<file path="config.mk">
export PLATFORM = sky130hd
export DESIGN_NAME = uart_tx_arbiter
export DESIGN_NICKNAME = d
export VERILOG_FILES = /design/src/rtl/uart_tx_arbiter_pkg.sv /design/src/rtl/uart_tx_arbiter_rr.sv /design/src/rtl/uart_tx_arbiter.sv
export SDC_FILE = /design/constraint.sdc
export NUM_CORES = 1
export LEC_CHECK = 0
export CAP_MARGIN = 20
export CORE_MARGIN = 2
export CORE_UTILIZATION = 45
export DETAILED_ROUTE_END_ITERATION = 12
export PLACE_DENSITY = 0.74
export SKIP_CTS_REPAIR_TIMING = 1
export SYNTH_ARGS = -nofsm -noshare
export SYNTH_HDL_FRONTEND = slang
export SYNTH_SLANG_ARGS = --single-unit
</file>
<file path="constraint.sdc">
create_clock -name PCLK -period 5.8 [get_ports PCLK]
set_input_delay 1.74 -clock PCLK [delete_from_list [all_inputs] [get_ports PCLK]]
set_output_delay 1.74 -clock PCLK [all_outputs]
set_load 0.005 [all_outputs]
</file>
<file path="src/rtl/uart_tx_arbiter_pkg.sv">
// Shared definitions for the UART transmit-side controller.
// The state encoding is fixed so the future rx-side controller can reuse it.
package uart_tx_arbiter_pkg;

    // Controller states, fixed encodings
    typedef enum logic [1:0] {
        StIdle     = 2'd0,
        StLaunch   = 2'd1,
        StWaitDone = 2'd2,
        StRecover  = 2'd3
    } ctrl_state_e;

    // Supported requester count range
    localparam int unsigned NumReqMin = 2;
    localparam int unsigned NumReqMax = 8;

    // Index to one-hot over the widest supported requester vector
    function automatic logic [NumReqMax-1:0] id_to_onehot(input logic [2:0] id);
        logic [NumReqMax-1:0] oh;
        oh     = '0;
        oh[id] = 1'b1;
        return oh;
    endfunction

endpackage

</file>
<file path="src/rtl/uart_tx_arbiter_rr.sv">
// Combinational round-robin pick: first requester after last_i, wrapping.
module uart_tx_arbiter_rr #(
    parameter int unsigned NUM_REQ = 4,
    parameter int unsigned IdW     = $clog2(NUM_REQ)
) (
    input  logic [NUM_REQ-1:0] req_i,
    input  logic [IdW-1:0]     last_i,
    output logic [IdW-1:0]     grant_o,
    output logic               any_o
);

    // One extra bit holds last_i + offset before the wrap (max 2*NUM_REQ-1)
    logic [IdW:0] sum;
    logic [IdW-1:0] idx;

    // Scan offsets 1..NUM_REQ from the last owner; the first hit wins
    always_comb begin
        grant_o = '0;
        any_o   = 1'b0;
        sum     = '0;
        idx     = '0;
        for (int unsigned off = 1; off <= NUM_REQ; off++) begin
            sum = {1'b0, last_i} + (IdW + 1)'(off);
            if (sum >= (IdW + 1)'(NUM_REQ)) begin
                sum = sum - (IdW + 1)'(NUM_REQ);
            end
            idx = IdW'(sum);
            if (!any_o && req_i[idx]) begin
                any_o   = 1'b1;
                grant_o = idx;
            end
        end
    end

endmodule

</file>
<file path="src/rtl/uart_tx_arbiter.sv">
// Round-robin arbiter sharing one UART transmitter among NUM_REQ byte producers.
// One byte is accepted per grant, launched to the transmitter, and its completion
// reported back. A per-transfer watchdog resets a hung transmitter.
// NUM_REQ must lie within NumReqMin..NumReqMax.
module uart_tx_arbiter
    import uart_tx_arbiter_pkg::*;
#(
    parameter int unsigned NUM_REQ   = 4,
    parameter int unsigned WIDTH8    = 8,
    parameter int unsigned TIMEOUT_W = 20
) (
    input  logic                        PCLK,
    input  logic                        PRESET,
    input  logic                        enable,
    input  logic [TIMEOUT_W-1:0]        timeout_cycles,
    input  logic [NUM_REQ-1:0]          req_valid,
    input  logic [NUM_REQ*WIDTH8-1:0]   req_data,
    output logic [NUM_REQ-1:0]          req_ready,
    output logic [NUM_REQ-1:0]          req_sent,
    output logic                        tx_en,
    output logic [WIDTH8-1:0]           tx_data,
    output logic                        tx_rst,
    input  logic                        tx_busy,
    input  logic                        tx_done,
    output logic [$clog2(NUM_REQ)-1:0]  grant_id,
    output logic                        ctrl_busy,
    output logic                        timeout_err,
    input  logic                        err_clr
);

    localparam int unsigned IdW = $clog2(NUM_REQ);

    ctrl_state_e          state_q, state_d;
    logic [IdW-1:0]       last_q, last_d;
    logic [IdW-1:0]       grant_q, grant_d;
    logic [WIDTH8-1:0]    hold_q, hold_d;
    logic [TIMEOUT_W-1:0] cnt_q, cnt_d;
    logic [NUM_REQ-1:0]   ready_q, ready_d;
    logic [NUM_REQ-1:0]   sent_q, sent_d;
    logic                 tx_en_q, tx_en_d;
    logic                 tx_rst_q, tx_rst_d;
    logic                 busy_q, busy_d;
    logic                 err_q, err_d;

    logic [IdW-1:0]       pick;
    logic                 any_req;
    logic [WIDTH8-1:0]    req_bytes [NUM_REQ];
    logic [TIMEOUT_W-1:0] cnt_inc;
    logic                 wd_expire;
    logic                 err_set;

    // Unpack the flat data bus into one byte per requester
    for (genvar g = 0; g < NUM_REQ; g++) begin : gen_bytes
        assign req_bytes[g] = req_data[g*WIDTH8 +: WIDTH8];
    end

    uart_tx_arbiter_rr #(
        .NUM_REQ (NUM_REQ),
        .IdW     (IdW)
    ) u_rr (
        .req_i   (req_valid),
        .last_i  (last_q),
        .grant_o (pick),
        .any_o   (any_req)
    );

    // Watchdog helpers: saturating increment and expiry on the last allowed cycle
    always_comb begin
        cnt_inc   = (&cnt_q) ? cnt_q : cnt_q + TIMEOUT_W'(1);
        wd_expire = (timeout_cycles != '0) && (cnt_q == timeout_cycles - TIMEOUT_W'(1));
    end

    // Next-state logic for the FSM, hold register, watchdog and pulses
    always_comb begin
        state_d  = state_q;
        last_d   = last_q;
        grant_d  = grant_q;
        hold_d   = hold_q;
        cnt_d    = cnt_q;
        ready_d  = '0;
        sent_d   = '0;
        tx_rst_d = 1'b0;
        err_set  = 1'b0;

        unique case (state_q)
            StIdle: begin
                if (enable && any_req) begin
                    grant_d = pick;
                    hold_d  = req_bytes[pick];
                    ready_d = NUM_REQ'(id_to_onehot(3'(pick)));
                    cnt_d   = '0;
                    state_d = StLaunch;
                end
            end
            StLaunch: begin
                cnt_d = cnt_inc;
                // Busy beats a simultaneous expiry
                if (tx_busy) begin
                    state_d = StWaitDone;
                end else if (wd_expire) begin
                    state_d  = StRecover;
                    tx_rst_d = 1'b1;
                    err_set  = 1'b1;
                    last_d   = grant_q;
                end
            end
            StWaitDone: begin
                cnt_d = cnt_inc;
                // Done beats a simultaneous expiry
                if (tx_done) begin
                    sent_d  = NUM_REQ'(id_to_onehot(3'(grant_q)));
                    last_d  = grant_q;
                    state_d = StIdle;
                end else if (wd_expire) begin
                    state_d  = StRecover;
                    tx_rst_d = 1'b1;
                    err_set  = 1'b1;
                    last_d   = grant_q;
                end
            end
            StRecover: begin
                state_d = StIdle;
            end
            default: begin
                state_d = StIdle;
            end
        endcase

        // tx_en rises one cycle after the grant and falls with the LAUNCH exit
        tx_en_d = (state_q == StLaunch) && (state_d == StLaunch);
        busy_d  = (state_d != StIdle);
        // Set wins over a same-cycle clear
        err_d   = err_set | (err_q & ~err_clr);
    end

    // State and registered outputs; reset forces every output low at once
    always_ff @(posedge PCLK or posedge PRESET) begin
        if (PRESET) begin
            state_q  <= StIdle;
            last_q   <= IdW'(NUM_REQ - 1);
            grant_q  <= '0;
            hold_q   <= '0;
            cnt_q    <= '0;
            ready_q  <= '0;
            sent_q   <= '0;
            tx_en_q  <= 1'b0;
            tx_rst_q <= 1'b0;
            busy_q   <= 1'b0;
            err_q    <= 1'b0;
        end else begin
            state_q  <= state_d;
            last_q   <= last_d;
            grant_q  <= grant_d;
            hold_q   <= hold_d;
            cnt_q    <= cnt_d;
            ready_q  <= ready_d;
            sent_q   <= sent_d;
            tx_en_q  <= tx_en_d;
            tx_rst_q <= tx_rst_d;
            busy_q   <= busy_d;
            err_q    <= err_d;
        end
    end

    assign req_ready   = ready_q;
    assign req_sent    = sent_q;
    assign tx_en       = tx_en_q;
    assign tx_data     = hold_q;
    assign tx_rst      = tx_rst_q;
    assign grant_id    = grant_q;
    assign ctrl_busy   = busy_q;
    assign timeout_err = err_q;

endmodule

</file>
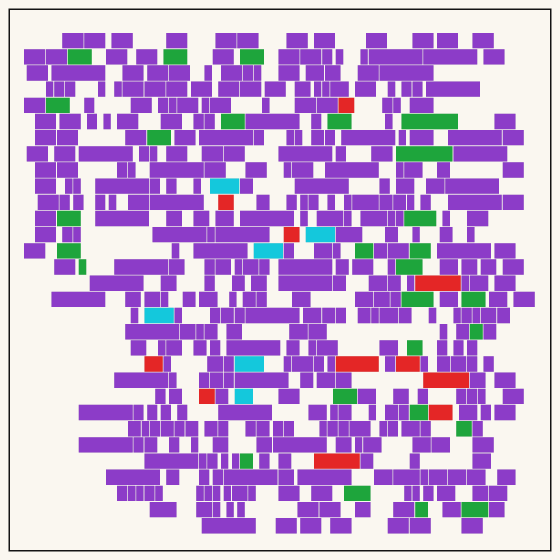
Run 1: cell sizes after repair
drive 6 and up: drawn in cyan, cells 6. drive 2: drawn in green, cells 27. drive 3 to 4: drawn in red, cells 11. drive 1 or less: drawn in purple, cells 428.

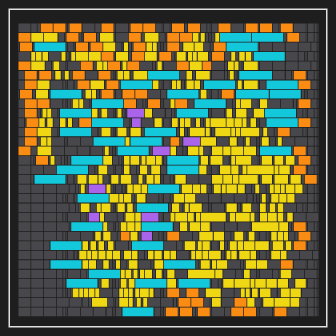
Run 1: cell classes on the final placement
Fill, decap, tap and diode cells in grey.
other buffers and delay cells: drawn in orange, cells 86. flip-flops: drawn in cyan, cells 46. clock drivers and dummy loads: drawn in purple, cells 8. all other logic: drawn in yellow, cells 332.

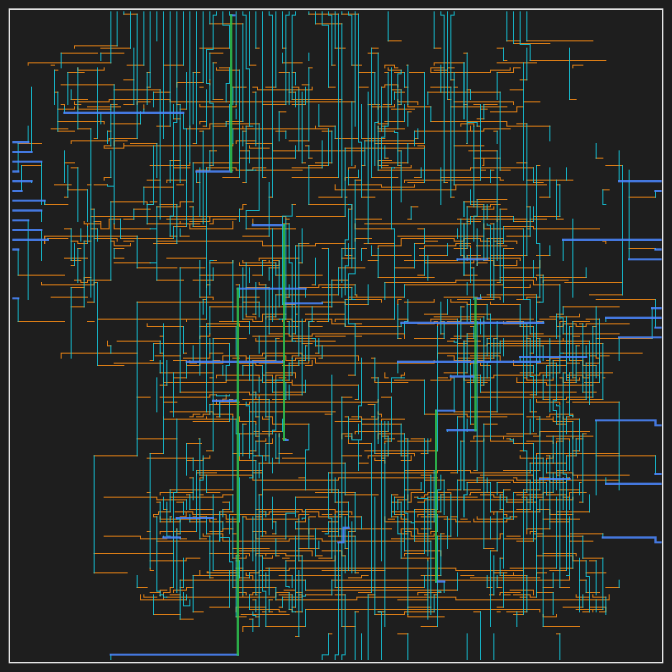
Run 1: metal layers overlaid
met1: drawn in orange, wire length 3930 µm. met4: drawn in green, wire length 145 µm. met2: drawn in cyan, wire length 4130 µm. met3: drawn in blue, wire length 255 µm.

==> flow_summary.yaml, run 1 <==
# flow metrics
power_and_ir_drop:
  power.leakage_nw: 1.79
  p_int_mw: 0.746
  p_seq_share_pct: 36.6
  ir_drop_mv: 0.162
  swShare_pct: 38.0
  combPwrFrac_pct: 46.2
  fin_total_pwr_mw: 1.20
  pwr-share-clk_pct: 17.2
  p_switching_mw: 0.457
  p_per_area_nw_per_um2: 274
critical_path:
  worstSetupStartpointType: "input port"
  reg2reg_to: "cnt_q[8]"
  crit_required_ns: 6.04
  critPathArrivalTime_ns: 4.74
  r2r.worst_path.cells: 11
  path_max_fanout: 4
  r2r_setup_slack_ns: 2.96
  critPathCaptureType: "flip-flop"
  setup.worst_path.class: "in2reg"
layout:
  fillers: 681
  fin_cells: 571
  flop_area_um2: 1150
  combGateArea_um2: 2100
  num_antenna_cells: 0
  area_growth_pct: 29.2
  largest_register_ff_count: 20
  nNetsFinal: 539
  regMostFlops: "cnt_q"
logic_synthesis:
  synth_flop_count: 46
  ys_types: 63
  yosysWarnings: 0
  netlist_instances: 394
  syn_area_um2: 3390
  syn_area_per_cell_um2: 8.61
  ys_chip_area_um2: 3390
  flop_cell: "dfrtp_1"
  edf_count: 0
  fp_nets: 462
  ys_seq_share_pct: 34.0
worst_hold_path:
  min-delay-start: "tx_data[2]"
  whs_endpoint: "tx_data[2]"
  hold_class: "reg2reg"
  hold_depth: 2
die:
  io_pins: 84
  die_h_um: 90.8
  fp.dieW_um: 90.8
  fp_util_pct: 46.5
  dieArea_um2: 8250
placed_design:
  dp_hpwl_mm: 6.50
  place_congestion: 0.917
  io_buffers: 83
  place_inst: 563
timing:
  rsz0062_at_grt: "no"
  finalHoldViolations: 0
  max_slew_margin_pct: 36.7
  clock_skew_ns: 0.0112
  layout_min_cycle_time_ns: 4.50
  slew_viol_final: 0
  fin_crit_sh_pct: 77.5
  worst_pin_slew_ns: 0.947
  finalSetupTns_ns: 0
  timing.fmax_mhz: 222
detailed_routing:
  drt-total-wl_mm: 8.46
  dr.pass1.iters: 4
  drc_errors: 0
  avgViaCountPerCell: 5.53
  drtAntennaViolNets: 0
  drt-wirelength-per-cell_um: 14.8
run_status:
  status: "finished clean"
grt:
  grt_max_degree: 47
  antenna_found_initial: 0
  grt.total_usage_pct: 20.4
  grt_pass1_vias: 2920
  grt_overflow: 0
  grt_pass1_wl_mm: 14.0
clock_network:
  clk_pin_slew_ns: 0.10
  cts-buffers-inserted: 5
  clk_latency_ns: 0.30
  root_buffer: "clkbuf_8"
  htree_levels: 2
  cts_tree: "done"
  clock-sinks: 46
flow_run:
  warnings: 29
  max_cap_viol_count: 0
[run 1: power groups by stage]
stage,combinational (mW),clock (mW),sequential [mW]
floorplan,0.344,0,0.436
global placement,0.544,0,0.443
detailed placement,0.556,0,0.445
CTS,0.558,0.213,0.439
global route,0.617,0.225,0.452
finish,0.555,0.207,0.440
[run 1: layout make-up]
type | instances | area share (%)
clock buffers | 5 | 1.57
well taps | 99 | 2.83
flip-flops and latches | 46 | 26.3
clock inverters | 3 | 0.571
inverters | 17 | 1.46
repair buffers | 86 | 19.5
multi-input cells | 315 | 47.8
[run 1: layer usage]
metal | global-route usage (%) | vias up | share of wire [%]
met5 | 0 | - | 0
met3 | 2.59 | 12 | 3.0
li1 | - | 1581 | -
met1 | 27.8 | 1504 | 46
met4 | 6.31 | 0 | 1.7
met2 | 34.0 | 62 | 49
[run 1: worst max-delay path: stages]
cell and delay (ns):
clkdlybuf4s50_1 0.52, nor4_1 0.62, nand2_1 0.19, nor3_1 0.32, o221ai_2 0.16, nor4_4 0.35, nand3_2 0.15, a221oi_2 0.33
mux2_1 0.35
[run 1: how the worst max path moves through the flow]
stage	from	endpoint	slack [ns]	depth (start not counted)
finish	timeout_cycles[11]	last_q[0]	1.30	9
detailed placement	timeout_cycles[0]	last_q[1]	1.0	11
global route	timeout_cycles[2]	last_q[1]	1.10	9
floorplan	timeout_cycles[0]	last_q[0]	1.81	11
CTS	timeout_cycles[0]	last_q[1]	1.33	11
global placement	timeout_cycles[11]	last_q[0]	1.15	9
[run 1: layout by cell type (no fill, tap or decap), drive strengths merged, types with 3 or more instances in the layout]
master	Yosys	routed
a21o	6	6
a21oi	9	9
and2	9	9
and3	4	4
and3b	3	3
buf	6	3
clkbuf	10	5
clkdlybuf4s50	0	83
dfrtp	44	44
ha	6	6
inv	17	18
mux2	13	13
mux2i	12	12
nand2	53	53
nand2b	6	6
nand3	21	21
nand3b	3	3
nand4	5	5
nor2	20	20
nor2b	6	6
nor3	12	12
nor4	8	8
o21ai	40	40
o22ai	4	4
o31ai	14	14
or2	4	4
or3	3	3
or4	5	5
xnor2	9	9
xor2	11	11
[run 1: metrics by stage]
step                util, %  hold slack, ns  setup slack (ns)  instance area, µm²
finish                 60.1           0.492              1.30                4380
global route           60.1           0.519              1.10                4380
CTS                    60.1           0.493              1.33                4380
detailed placement     58.8           0.471             0.997                4290
global placement       58.8           0.463              1.15                4290
floorplan                 -           0.472              1.81                3390
[run 1: cells by family after synthesis]
family	synth area share (%)
AND/OR/NAND/NOR	28.1
AND-OR/OR-AND	18.4
flip-flops	34.0
buffers and inverters	4.24
multiplexers	7.85
XOR/XNOR	5.16
adder cells (fa/ha/maj)	2.21
[run 1: Yosys cell counts, drive strengths merged (5+ instances only)]
library cell,n,area [µm²]
nand2,53,206
dfrtp,44,1100
o21ai,40,204
nand3,21,110
nor2,20,75.1
inv,17,63.8
o31ai,14,105
mux2,13,146
mux2i,12,120
nor3,12,60.1
xor2,11,96.3
clkbuf,10,37.5
a21oi,9,45.0
and2,9,56.3
xnor2,9,78.8
nor4,8,101
a21o,6,46.3
buf,6,42.5
ha,6,75.1
nand2b,6,37.5
nor2b,6,37.5
nand4,5,37.5
or4,5,41.3
==> run 2: changes to the inputs <==
==> constraint.sdc (replaced) <==
create_clock -name PCLK -period 4.3 [get_ports PCLK]
set_input_delay 1.29 -clock PCLK [delete_from_list [all_inputs] [get_ports PCLK]]
set_output_delay 1.29 -clock PCLK [all_outputs]
set_load 0.005 [all_outputs]
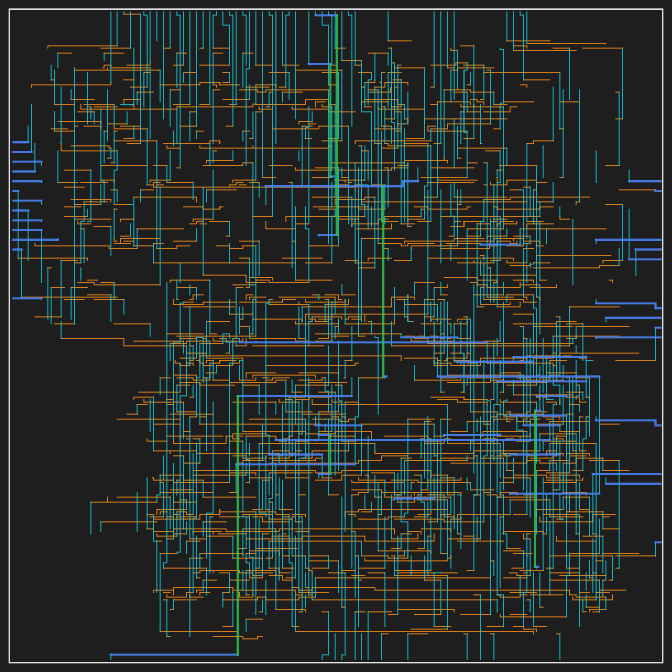
Run 2: metal layers overlaid
DR vias: 3213
gr usage total: 21.2%
total routed wirelength: 8.66 mm
Routed WL per cell: 14.9 µm

==> run 2 against run 1 <==
  * Die size stayed put
  * Combinational power is 38% higher
  * Global-route usage is 0.75 points higher
  * Register-to-register slack worse by 1.3 ns
  * Largest power group unchanged
  * First-iteration DRC count is 32% higher
  * Power is 41% higher
==> flow_summary.yaml, run 2 <==
# flow metrics
run_status:
  status: "finished clean"
die:
  die_h_um: 90.8
  dieArea_um2: 8250
  io_pins: 84
critical_path:
  slowest_stage: "nor4_4"
  critPathMaxStageDelay_ns: 0.53
  setup.worst_path.class: "in2reg"
  crit_top_cell: "nor4_4"
  worstSetupStartpointType: "input port"
  path_buffers: 1
  critPathCaptureType: "flip-flop"
logic_synthesis:
  ys_types: 63
  synth.largest_area_cell: "dfrtp_1"
  netlist_instances: 394
  flop_cell: "dfrtp_1"
  ys_top_cells_by_count: "nand2_1, dfrtp_1, o21ai_0"
  topCellsByArea: "dfrtp_1, o21ai_0, nand2_1, mux2_2, mux2i_1"
  yosysWarnings: 0
  yosysMostFrequentCell: "nand2_1"
  syn_area_um2: 3390
  ys_chip_area_um2: 3390
layout:
  num_antenna_cells: 0
  combGateArea_um2: 2100
  regMostFlops: "cnt_q"
  largest_register_ff_count: 20
  lay_top_count: "clkdlybuf4s50_1"
  area_growth_pct: 32.3
  final_cell_mix: "clkdlybuf4s50_1, nand2_1, dfrtp_1, o21ai_0"
timing:
  max_slew_margin_pct: 37.4
  finalHoldViolations: 0
  clock_skew_ns: 0.0101
  setup_slack_ns: 0.435
  fin_crit_sh_pct: 89.9
  layout_min_cycle_time_ns: 3.86
  rsz0062_at_grt: "no"
  slew_viol_final: 0
  finalSetupTns_ns: 0
  worst_pin_slew_ns: 0.938
  whs_ns: 0.483
power_and_ir_drop:
  pwr-share-clk_pct: 19.9
  ir_drop_mv: 0.201
  fin_total_pwr_mw: 1.70
  combPwrFrac_pct: 45.2
  p_switching_mw: 0.623
  swShare_pct: 36.6
placed_design:
  place_congestion: 0.920
  io_buffers: 83
  pre_cts_ws_ns: 0.0949
  dp_hpwl_mm: 6.74
grt:
  grt_pass1_wl_mm: 14.4
  grt_max_degree: 47
  antenna_found_initial: 0
  grt_overflow: 0
  grt_pass1_vias: 3032
detailed_routing:
  drtAntennaViolNets: 0
  drc_errors: 0
  dr.pass1.iters: 4
flow_run:
  warnings: 29
clock_network:
  root_buffer: "clkbuf_8"
  cts_tree: "done"
  clk_pin_slew_ns: 0.09
  cts-buffers-inserted: 5
worst_hold_path:
  hold_class: "reg2reg"
  hold_depth: 2
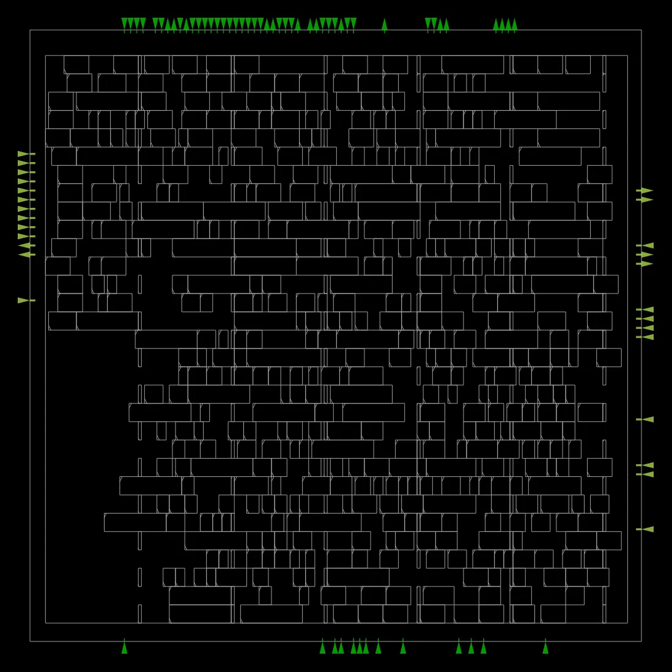
Run 2: placement view
FILL cells: 686
Well Taps: 99
row count: 31
Core Area: 7290 µm²
flop share of the area: 25.7%

==> run 2: cell count changes in the layout (fill, tap and decap cells not counted), sizes merged <==
cell | previous run | this run
bufinv | 0 | 1
buf | 3 | 14
clkinv | 1 | 0
==> run 2: tightest hold or removal path, cell delays in order, from the launching register on <==
cell and delay [ns]:
dfrtp_1 0.35, nand2_1 0.04, o21ai_0 0.06
==> run 2: logic make-up after synthesis <==
group                      after synthesis  share of synthesized area [%]
and+or+nand+nor                        170                           28.1
buffers and inverters                   33                           4.24
xor gates and xnor gates                20                           5.16
AOI/OAI and AO/OA                       94                           18.4
muxes                                   25                           7.85
adders and majority gates                6                           2.21
DFF                                     46                           34.0
==> run 2: path summary, 6_finish.rpt <==
kind / end / startpoint / slack [ns]
setup reg to reg: cnt_q[8] / cnt_q[0] / 1.67
setup / recovery: last_q[1] / timeout_cycles[3] / 0.44
hold / removal: tx_data[2] / tx_data[2] / 0.48
hold reg to reg: tx_data[2] / tx_data[2] / 0.48
min in group asynchronous: tx_data[5] / PRESET / 1.50
max in group asynchronous: cnt_q[14] / PRESET / 2.21
==> run 2: routing by layer <==
layer | share of wire [%] | up-vias | GRT usage, %
met3 | 4.7 | 12 | 3.34
met4 | 1.6 | 0 | 6.57
met2 | 49 | 81 | 35.4
met5 | 0 | - | 0
met1 | 44 | 1519 | 28.2
li1 | - | 1601 | -
==> run 2: final cells by class <==
type                            instances  area share (%)
Clock inverter                          3            1.09
Multi-Input combinational cell        315            46.7
Tap cell                               99            2.76
Clock buffer                            5            1.53
Timing Repair Buffer                   97            20.8
Inverter                               17            1.42
Sequential cell                        46            25.7
==> run 2: stage by stage <==
stage | util (%) | std cells | area [µm²]
finish | 61.6 | 582 | 4490
global route | 61.6 | 582 | 4490
CTS | 61.6 | 582 | 4490
detailed placement | 60.0 | 574 | 4370
global placement | 60.0 | 574 | 4370
floorplan | - | 394 | 3390
==> run 2: power by group through the flow <==
stage / Sequential (mW) / Combinational, mW / Clock (mW)
after detailed placement: 0.601 / 0.772 / 0
after CTS: 0.593 / 0.775 / 0.347
after global routing: 0.606 / 0.853 / 0.364
final: 0.593 / 0.768 / 0.339
after global placement: 0.597 / 0.751 / 0
after floorplan: 0.587 / 0.465 / 0
Power and IR drop assume default switching activity.
